--- config.mk ---
export PLATFORM = sky130hd
export DESIGN_NAME = uart_pixel_loader_flat
export DESIGN_NICKNAME = d
export VERILOG_FILES = /design/src/rtl/uart_pixel_loader_if.sv /design/src/rtl/uart_pixel_loader.sv /design/src/flat_wrapper.sv
export SDC_FILE = /design/constraint.sdc
export NUM_CORES = 1
export LEC_CHECK = 0
export CORE_MARGIN = 3
export CORE_UTILIZATION = 40
export CTS_CLUSTER_SIZE = 24
export DETAILED_ROUTE_END_ITERATION = 6
export DONT_BUFFER_PORTS = 1
export GPL_TIMING_DRIVEN = 1
export REMOVE_ABC_BUFFERS = 1
export SLEW_MARGIN = 40
export SYNTH_ARGS = -nofsm -noshare
export SYNTH_HDL_FRONTEND = slang
export SYNTH_SLANG_ARGS = --single-unit
export TNS_END_PERCENT = 20
--- constraint.sdc ---
create_clock -name avm_clk -period 5.51 [get_ports avm_clk]
set_input_delay 0.551 -clock avm_clk [delete_from_list [all_inputs] [get_ports avm_clk]]
set_output_delay 0.551 -clock avm_clk [all_outputs]
set_load 0.01 [all_outputs]
--- src/rtl/uart_pixel_loader_if.sv ---
// UART-side Avalon-MM polling bus plus the pixel write-strobe outputs of uart_pixel_loader.
// The master modport is the loader; the slave modport is the UART core / downstream sink.
interface uart_pixel_loader_if;
    logic [4:0]  avm_address;
    logic        avm_read;
    logic [31:0] avm_readdata;
    logic        avm_waitrequest;

    logic [7:0]  o_pixel_value;
    logic [19:0] o_addr_store;
    logic        o_pixel_valid;
    logic [1:0]  o_frame_idx;
    logic        o_frame_done;
    logic        o_store_finish;

    modport master (
        output avm_address,
        output avm_read,
        input  avm_readdata,
        input  avm_waitrequest,
        output o_pixel_value,
        output o_addr_store,
        output o_pixel_valid,
        output o_frame_idx,
        output o_frame_done,
        output o_store_finish
    );

    modport slave (
        input  avm_address,
        input  avm_read,
        output avm_readdata,
        output avm_waitrequest,
        input  o_pixel_value,
        input  o_addr_store,
        input  o_pixel_valid,
        input  o_frame_idx,
        input  o_frame_done,
        input  o_store_finish
    );
endinterface

--- src/rtl/uart_pixel_loader.sv ---
// Polls the UART status register, reads each received byte and emits it as an SRAM write strobe.
// Strobe one cycle after the data-read accept; waitrequest stalls the held read indefinitely.
module uart_pixel_loader #(
    parameter int NUM_PIXELS   = 307200,
    parameter int NUM_FRAMES   = 3,
    parameter int FRAME_STRIDE = 307200,
    parameter int STATUS_ADDR  = 8,
    parameter int RX_ADDR      = 0,
    parameter int RX_OK_BIT    = 7
) (
    input  logic                avm_clk,
    input  logic                avm_rst,
    uart_pixel_loader_if.master bus
);
    localparam int CNT_W = (NUM_PIXELS > 1) ? $clog2(NUM_PIXELS) : 1;

    localparam logic [2:0] S_QUERY      = 3'd0;
    localparam logic [2:0] S_QUERY_IDLE = 3'd1;
    localparam logic [2:0] S_READ       = 3'd2;
    localparam logic [2:0] S_WRITE      = 3'd3;
    localparam logic [2:0] S_DONE       = 3'd4;

    localparam logic [CNT_W-1:0] LAST_PIX   = CNT_W'(NUM_PIXELS - 1);
    localparam logic [1:0]       LAST_FRAME = 2'(NUM_FRAMES - 1);
    localparam logic [19:0]      STRIDE     = 20'(FRAME_STRIDE);
    localparam logic [4:0]       STATUS_A   = 5'(STATUS_ADDR);
    localparam logic [4:0]       RX_A       = 5'(RX_ADDR);

    logic [2:0]       state_q,      state_d;
    logic             read_q,       read_d;
    logic [4:0]       address_q,    address_d;
    logic [CNT_W-1:0] pix_cnt_q,    pix_cnt_d;
    logic [1:0]       frame_q,      frame_d;
    logic [7:0]       value_q,      value_d;
    logic [19:0]      addr_store_q, addr_store_d;
    logic             valid_q,      valid_d;
    logic             done_q,       done_d;
    logic             finish_q,     finish_d;

    logic        accept;
    logic        last_pix;
    logic        last_frame;
    logic [19:0] store_addr;

    assign accept     = read_q & ~bus.avm_waitrequest;
    assign last_pix   = (pix_cnt_q == LAST_PIX);
    assign last_frame = (frame_q == LAST_FRAME);
    // No wrap possible: NUM_FRAMES*FRAME_STRIDE fits in the 20-bit SRAM space.
    assign store_addr = (20'(frame_q) * STRIDE) + 20'(pix_cnt_q);

    always_comb begin
        state_d      = state_q;
        read_d       = read_q;
        address_d    = address_q;
        pix_cnt_d    = pix_cnt_q;
        frame_d      = frame_q;
        value_d      = value_q;
        addr_store_d = addr_store_q;
        valid_d      = 1'b0;
        done_d       = 1'b0;
        finish_d     = finish_q;

        case (state_q)
            S_QUERY: begin
                if (!read_q) begin
                    read_d    = 1'b1;
                    address_d = STATUS_A;
                end else if (accept) begin
                    read_d  = 1'b0;
                    state_d = bus.avm_readdata[RX_OK_BIT] ? S_READ : S_QUERY_IDLE;
                end
            end
            S_QUERY_IDLE: begin
                // Read stays low for exactly this cycle; the next status read is issued here.
                read_d    = 1'b1;
                address_d = STATUS_A;
                state_d   = S_QUERY;
            end
            S_READ: begin
                if (!read_q) begin
                    read_d    = 1'b1;
                    address_d = RX_A;
                end else if (accept) begin
                    read_d       = 1'b0;
                    value_d      = bus.avm_readdata[7:0];
                    addr_store_d = store_addr;
                    valid_d      = 1'b1;
                    done_d       = last_pix;
                    state_d      = S_WRITE;
                end
            end
            S_WRITE: begin
                if (last_pix && last_frame) begin
                    finish_d = 1'b1;
                    state_d  = S_DONE;
                end else begin
                    if (last_pix) begin
                        pix_cnt_d = '0;
                        frame_d   = frame_q + 2'd1;
                    end else begin
                        pix_cnt_d = pix_cnt_q + 1'b1;
                    end
                    read_d    = 1'b1;
                    address_d = STATUS_A;
                    state_d   = S_QUERY;
                end
            end
            S_DONE: begin
                read_d = 1'b0;
            end
            default: begin
                read_d  = 1'b0;
                state_d = S_QUERY;
            end
        endcase
    end

    always_ff @(posedge avm_clk or negedge avm_rst) begin
        if (!avm_rst) begin
            state_q      <= S_QUERY;
            read_q       <= 1'b0;
            address_q    <= STATUS_A;
            pix_cnt_q    <= '0;
            frame_q      <= 2'd0;
            value_q      <= 8'd0;
            addr_store_q <= 20'd0;
            valid_q      <= 1'b0;
            done_q       <= 1'b0;
            finish_q     <= 1'b0;
        end else begin
            state_q      <= state_d;
            read_q       <= read_d;
            address_q    <= address_d;
            pix_cnt_q    <= pix_cnt_d;
            frame_q      <= frame_d;
            value_q      <= value_d;
            addr_store_q <= addr_store_d;
            valid_q      <= valid_d;
            done_q       <= done_d;
            finish_q     <= finish_d;
        end
    end

    assign bus.avm_read       = read_q;
    assign bus.avm_address    = address_q;
    assign bus.o_pixel_value  = value_q;
    assign bus.o_addr_store   = addr_store_q;
    assign bus.o_pixel_valid  = valid_q;
    assign bus.o_frame_idx    = frame_q;
    assign bus.o_frame_done   = done_q;
    assign bus.o_store_finish = finish_q;
endmodule

--- src/flat_wrapper.sv ---
// flat-port wrapper written by rule: the top's interface ports become plain ports
module uart_pixel_loader_flat 
#(
    parameter int NUM_PIXELS   = 307200,
    parameter int NUM_FRAMES   = 3,
    parameter int FRAME_STRIDE = 307200,
    parameter int STATUS_ADDR  = 8,
    parameter int RX_ADDR      = 0,
    parameter int RX_OK_BIT    = 7
)
  (avm_clk, avm_rst, bus_avm_address, bus_avm_read, bus_avm_readdata, bus_avm_waitrequest, bus_o_pixel_value, bus_o_addr_store, bus_o_pixel_valid, bus_o_frame_idx, bus_o_frame_done, bus_o_store_finish);
  uart_pixel_loader_if bus_i ();
  input  logic avm_clk;
  input  logic avm_rst;
  output wire logic [$bits(bus_i.avm_address)-1:0] bus_avm_address;
  output wire logic [$bits(bus_i.avm_read)-1:0] bus_avm_read;
  input wire logic [$bits(bus_i.avm_readdata)-1:0] bus_avm_readdata;
  input wire logic [$bits(bus_i.avm_waitrequest)-1:0] bus_avm_waitrequest;
  output wire logic [$bits(bus_i.o_pixel_value)-1:0] bus_o_pixel_value;
  output wire logic [$bits(bus_i.o_addr_store)-1:0] bus_o_addr_store;
  output wire logic [$bits(bus_i.o_pixel_valid)-1:0] bus_o_pixel_valid;
  output wire logic [$bits(bus_i.o_frame_idx)-1:0] bus_o_frame_idx;
  output wire logic [$bits(bus_i.o_frame_done)-1:0] bus_o_frame_done;
  output wire logic [$bits(bus_i.o_store_finish)-1:0] bus_o_store_finish;
  assign bus_avm_address = bus_i.avm_address;
  assign bus_avm_read = bus_i.avm_read;
  assign bus_i.avm_readdata = bus_avm_readdata;
  assign bus_i.avm_waitrequest = bus_avm_waitrequest;
  assign bus_o_pixel_value = bus_i.o_pixel_value;
  assign bus_o_addr_store = bus_i.o_addr_store;
  assign bus_o_pixel_valid = bus_i.o_pixel_valid;
  assign bus_o_frame_idx = bus_i.o_frame_idx;
  assign bus_o_frame_done = bus_i.o_frame_done;
  assign bus_o_store_finish = bus_i.o_store_finish;
  uart_pixel_loader #(.NUM_PIXELS(NUM_PIXELS), .NUM_FRAMES(NUM_FRAMES), .FRAME_STRIDE(FRAME_STRIDE), .STATUS_ADDR(STATUS_ADDR), .RX_ADDR(RX_ADDR), .RX_OK_BIT(RX_OK_BIT)) u_core (.avm_clk(avm_clk), .avm_rst(avm_rst), .bus(bus_i));
endmodule
Figure 1. Nets reached from selected ports (run 1).
(3 px per um)
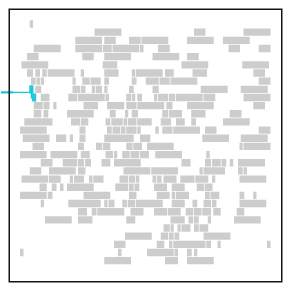
cyan -> `bus_avm_waitrequest`  # bits 1, direction input, edge left, end cells 2, buffers 0, wire 10.3 um

Figure 2. Cells by drive strength (run 1).
(4 px per um)
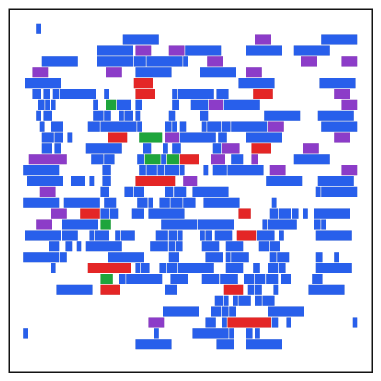
blue -> drive 1 or less  # cells 216, share 82%, most used dfrtp_1
red -> drive 6 and up  # cells 14, share 5.3%, most used clkbuf_8
purple -> drive 2  # cells 27, share 10%, most used mux2_2
green -> drive 3 to 4  # cells 6, share 2.3%

Figure 3. Metal layers overlaid (run 1).
(4 px per um) Only two layers are drawn.
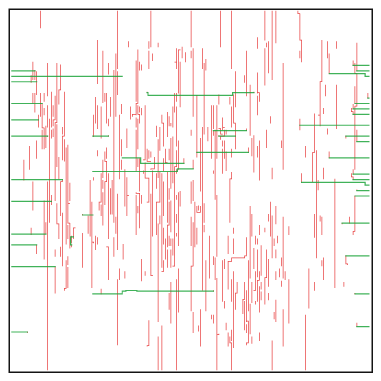
green -> met3  # wire length 367 um
red -> met2  # wire length 2,590 um

Figure 4. Pin map (run 1).
(4 px per um) Pins as bars across the die edge, other pins in grey.
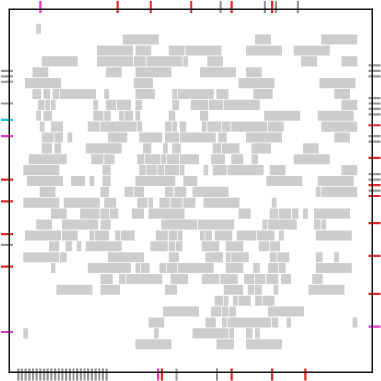
red -> `bus_o_addr_store`  # pins 20, direction output, edge 7 right, 5 top, 4 left, 4 bottom
magenta -> `bus_avm_address`  # pins 5, direction output, edge 2 left, 1 right, 1 top, 1 bottom
cyan -> `bus_avm_waitrequest`  # pins 1, direction input, edge left

==> run 1: cell type report <==
class,count,area (sq um)
fillers,653,3660
multi-input cells,178,1320
clock inverters,6,90.1
repair buffers,2,35.0
inverters,10,37.5
flip-flops and latches,57,1430
clock buffers,10,138
well taps,96,120
==> run 1: worst max-delay path, delay by kind of cell, from the launching register on <==
family                     cells  cell delay, ns
AOI/OAI and AO/OA              4            0.78
xor gates and xnor gates       1            0.14
adders and majority gates      2            0.64
buffers and inverters          2            0.17
DFF                            1            0.54
==> run 1: logic make-up after synthesis <==
group	share of synthesized area (%)
AND-OR/OR-AND	8.57
flip-flops	50.2
adder cells (fa/ha/maj)	5.98
AND/OR/NAND/NOR	16.8
other	0.132
multiplexers	10.8
XOR/XNOR	3.69
buffers and inverters	3.91
==> results.txt, run 1 <==
Top routing layer in use - met4
Minimum clock period - 2.41 ns
GR Util met3 - 6.17%
Gr busiest metal - met2
WL per Instance - 15.5 um
Crit Path Max Fanout - 7
Largest area contributor in the netlist - dfrtp_1
Met1 Wirelength - 2.53 mm
M2 GR Usage - 23.1%
All-layer global routing usage - 15.1%
Post-synth area hogs - dfrtp_1 (49%), mux2_2 (7.9%), ha_1 (5.3%)
Initial DRC Count - 50
Crit-path slowest cell - dfrtp_1
Design area - 3170 sq um
Fmax - 0.414 GHz
Pwr Density - 354 nW/um^2
Setup TNS Final - 0 ns
Count of library flops with an enable pin - 0
Largest register FFs - 20
Status - finished, final reports clean
Yosys reg bits - 57
Core footprint - 6830 sq um
Tool warnings - 52
Pleak - 1.48 nW
Layout cell share with drive strength beyond 1 - 17.9%
Chip height - 90.4 um
Combinational logic power - 121 uW
Die X - 90.4 um
Met3 WL post-DR - 366 um
Worst-skew pair later-pin latency - 0.34 ns
Final HPWL DP - 3.67 mm
Top Consumer - sequential cells
Reg-to-reg setup timing slack - 3.10 ns
Clk sink count - 57
Most frequent cell after synthesis - dfrtp_1
Ports - 74
Reg clk slew, reported paths - 0.07 ns
Die area - 8160 sq um
Top cells by count, synth - dfrtp_1 (56), nand2_1 (21), mux2_2 (20), ha_1 (12), o21ai_0 (12)
Distinct lib cells used - 48
Worst setup margin - 3.10 ns
Total gr overflow - 0
CTS buffer count - 9
Initial antenna violation count - 0
Vias - 1,870
Clock power frac - 40.0%
Crit-path cells - inv_1, ha_1, inv_1, ha_1, a211oi_1, o21ai_0, a31oi_1, xnor2_1, o21ai_0
Post-Syn Instances - 255
Placed cell count - 342
Ys async rst share - 100%
First-pass GRT wire length - 9.60 mm
Total power - 1.12 mW
Setup Buffers After CTS - 0
Port Buffers - 0
Diodes inserted - 0
Max incr delay on CP - 0.54 ns
R2r startpoint - u_core.bus.o_frame_idx[0]
Critical Path Start Type - flip-flop
Seq pwr - 551 uW
DRC viols - 0
Routed Antenna Nets - 0
Figure 5. Cell outlines without signal wires (run 1).
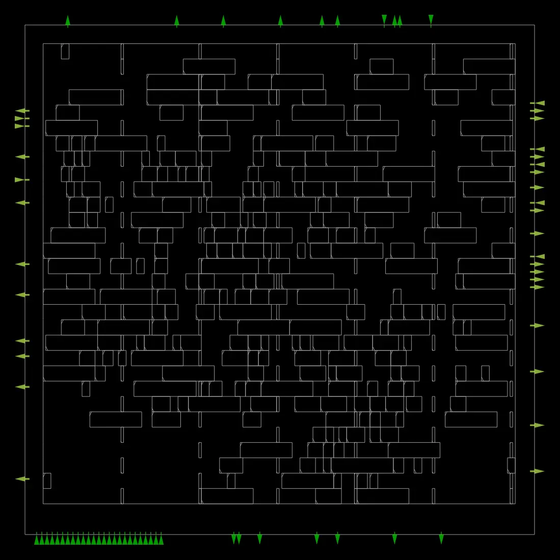

==> run 2, diff against run 1 <==
==> constraint.sdc (replaced) <==
create_clock -name avm_clk -period 2.35 [get_ports avm_clk]
set_input_delay 0.235 -clock avm_clk [delete_from_list [all_inputs] [get_ports avm_clk]]
set_output_delay 0.235 -clock avm_clk [all_outputs]
set_load 0.01 [all_outputs]
Figure 6. Cell outlines without signal wires (run 2).
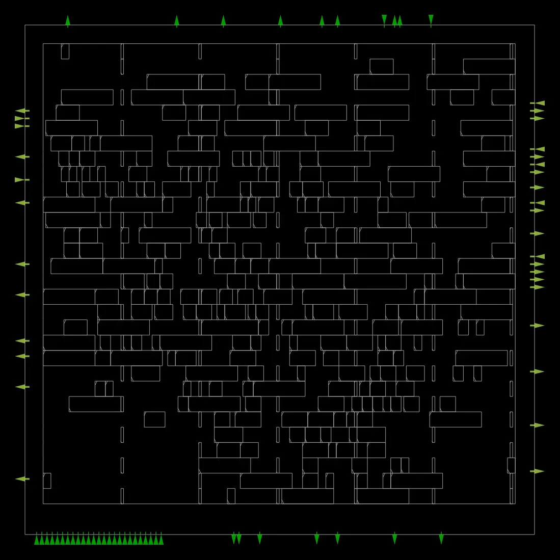
Seq cells: 57
row count: 30
Tapcell Cnt: 96
Non-Filler Instances: 367
core footprint: 6830 sq um

Figure 7. Metal layers overlaid (run 2).
(4 px per um) Only two layers are drawn.
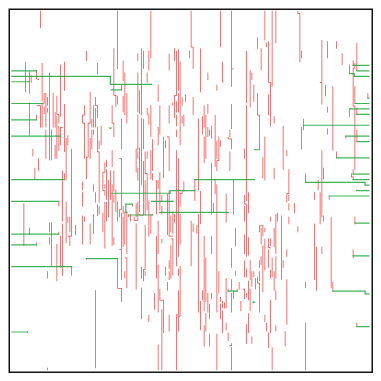
red -> met2  # wire length 2,420 um
green -> met3  # wire length 333 um

==> run 2 against run 1 <==
Effect of this change: cell count up 2.2%; clock skew down 0.0010 ns; hold slack worse by 0.0028 ns; fmax up 14%; clock power up 92%; utilization up 0.42 points; critical path type unchanged; via count up 2.4%.
==> results.txt, run 2 <==
Status - finished, final reports clean
Most frequent cell after synthesis - dfrtp_1
Max-cap violations - 0
Hold Path End - u_core.bus.o_pixel_value[4]
Initial DRC Count - 59
VDD IR max - 0.321 mV
YS chip area - 2850 sq um
Sw Ratio - 28.1%
Most numerous logic cell after layout - dfrtp_1
Fin Hold WS - 0.0457 ns
Top non-seq family - simple AND/OR/NAND/NOR gates
Max incr delay on CP - 0.35 ns
Total power - 2.44 mW
Final Hold Vio Count - 0
Multiplexer share - 10.8%
Routing usage on met1 - 17.9%
Crit-path slowest cell - dfrtp_1
Post-synth area hogs - dfrtp_1 (49%), mux2_2 (7.9%), ha_1 (5.3%)
Chip height - 90.4 um
Compound Share, Synth - 8.57%
Fin util - 46.8%
Tool warnings - 52
Non-clock buffer count - 11
First-pass GRT wire length - 9.23 mm
Number of global-route vias before repair - 1,892
Total gr overflow - 0
CP Data Required Time - 2.56 ns
Worst R2R Path Depth - 9
Sequential cell area - 1430 sq um
Met1 Wirelength - 2.44 mm
Seq area share - 44.7%
Post-Syn Instances - 255
Top routing layer in use - met4
Placed cell count - 349
Clk_buf instances - 9
Initial antenna violation count - 0
Metal2 WL - 2.42 mm
DR pass1 iterations - 4
Adder Share, Synth - 5.98%
Top cell category - registers
GR Util met3 - 5.83%
P&R area growth vs syn - 12.3%
Distinct lib cells used - 48
Hold_sp - bus_avm_readdata[4]
M2 GR Usage - 21.1%
Placement Cell Area - 2960 sq um
CTS buffer count - 9
All-layer global routing usage - 14.2%
Ys async rst share - 100%
Main synth FF type - dfrtp_1
Worst slack, placed - 0.226 ns
Vias/cell - 5.22
FF-to-FF End - u_core.bus.o_addr_store[19]
Pins over their slew limit - 0
ClkCell Share - 5.76%
Crit-path cells - inv_1, ha_1, inv_1, ha_1, a211oi_1, o21ai_0, a31oi_1, xnor2_1, o21ai_0
Diodes inserted - 0
Total wire length - 5.31 mm
Top cells by count, synth - dfrtp_1 (56), nand2_1 (21), mux2_2 (20), ha_1 (12), o21ai_0 (12)
Multi-input gate area - 1320 sq um
Combinational logic power - 293 uW
WHS Path Cells - 1
Final-layout fill cell count - 654
Setup TNS Final - 0 ns
Layout cell share with drive strength beyond 1 - 19.6%
Worst setup margin - 0.232 ns
XOR/XNOR Area Share - 3.69%
Comb/total area - 41.3%
Buf/Inv on CP - 2
Pwr Density - 764 nW/um^2
Mean Syn Cell Area - 11.2 sq um
Minimum clock period - 2.12 ns
Non-clock buffers, area share - 3.37%
Routed Antenna Nets - 0
Most frequent cells in the layout - dfrtp_1 (56), nand2_1 (21), mux2_2 (20)
Logic gate share of total power - 12.0%
Htree depth - 3
Largest net degree at the start of global routing - 58
R2r startpoint - u_core.bus.o_frame_idx[0]
Clock Tree Buf Depth - 2
Clk sink count - 57
Gr busiest metal - met2
Net switching power - 686 uW
Setup Skew - 0.00574 ns
Setup CP Type - reg -> reg
Final setup fails - 0
Reg-to-reg setup timing slack - 0.23 ns
Reg power frac - 52.9%
Yosys reg bits - 57
Clock power frac - 35.1%
Root Driver - clkbuf_8
Crit-path leading delay family - AND-OR/OR-AND gates
P_clk - 858 uW
Largest area contributor in the netlist - dfrtp_1
DRC viols - 0
Count of non-CTS inverters in the layout - 10
Reg clk slew, reported paths - 0.07 ns
Pleak - 1.50 nW
Die area - 8160 sq um
Critical Path Start Type - flip-flop
MI comb cells - 178
Vias - 1,915
Final HPWL DP - 3.70 mm
CTS tree - yes
Port Buffers - 0
Seq pwr - 1.29 mW
Setup crit start - u_core.bus.o_frame_idx[0]
WL per Instance - 14.5 um
Simple-Gate Fraction of Synth Area - 16.8%
Largest register FFs - 20
Top Consumer - sequential cells
Design area - 3200 sq um
# nets final - 315
Syn Std Cell Area - 2850 sq um
Met3 WL post-DR - 332 um
Initial Util - 41.7%
Worst-skew pair later-pin latency - 0.33 ns
Crit Path Max Fanout - 3
Yosys Warn Count - 0
CP endpoint - u_core.bus.o_addr_store[19]
Count of library flops with an enable pin - 0
Fmax - 0.472 GHz
Ports - 74
GP Congestion - 0.749
PostCTS Resize Cnt - 0
Crit path arrival time - 2.33 ns
Register share after synthesis - 50.2%
Hold/Removal Path Class - in -> reg
Die X - 90.4 um
Setup Buffers After CTS - 0
Top-area cell share - 49.2%
CP Depth - 9
Int Power - 1.76 mW
[run 2: cell count changes in the layout (fill, tap and decap cells not counted)]
cell,previous run,this run
buf_4,1,8
bufinv_16,2,1
clkbuf_8,10,9
clkinv_2,1,3
clkinv_4,1,0
clkinvlp_4,1,2
dlygate4sd3_1,0,2
inv_6,1,0
[run 2: kinds of logic after synthesis]
| family | after synthesis |
|---|---|
| flip-flops | 57 |
| AND-OR/OR-AND | 39 |
| XOR/XNOR | 12 |
| multiplexers | 28 |
| AND/OR/NAND/NOR | 82 |
| other | 1 |
| adder cells (fa/ha/maj) | 13 |
| buffers and inverters | 23 |
[run 2: repair_timing]
item	4_1_cts	5_1_grt
hold buffers	3	0
setup endpoints to repair	0	0
endpoints found under the hold margin	58	0
Power is estimated from default activity; no workload was simulated.
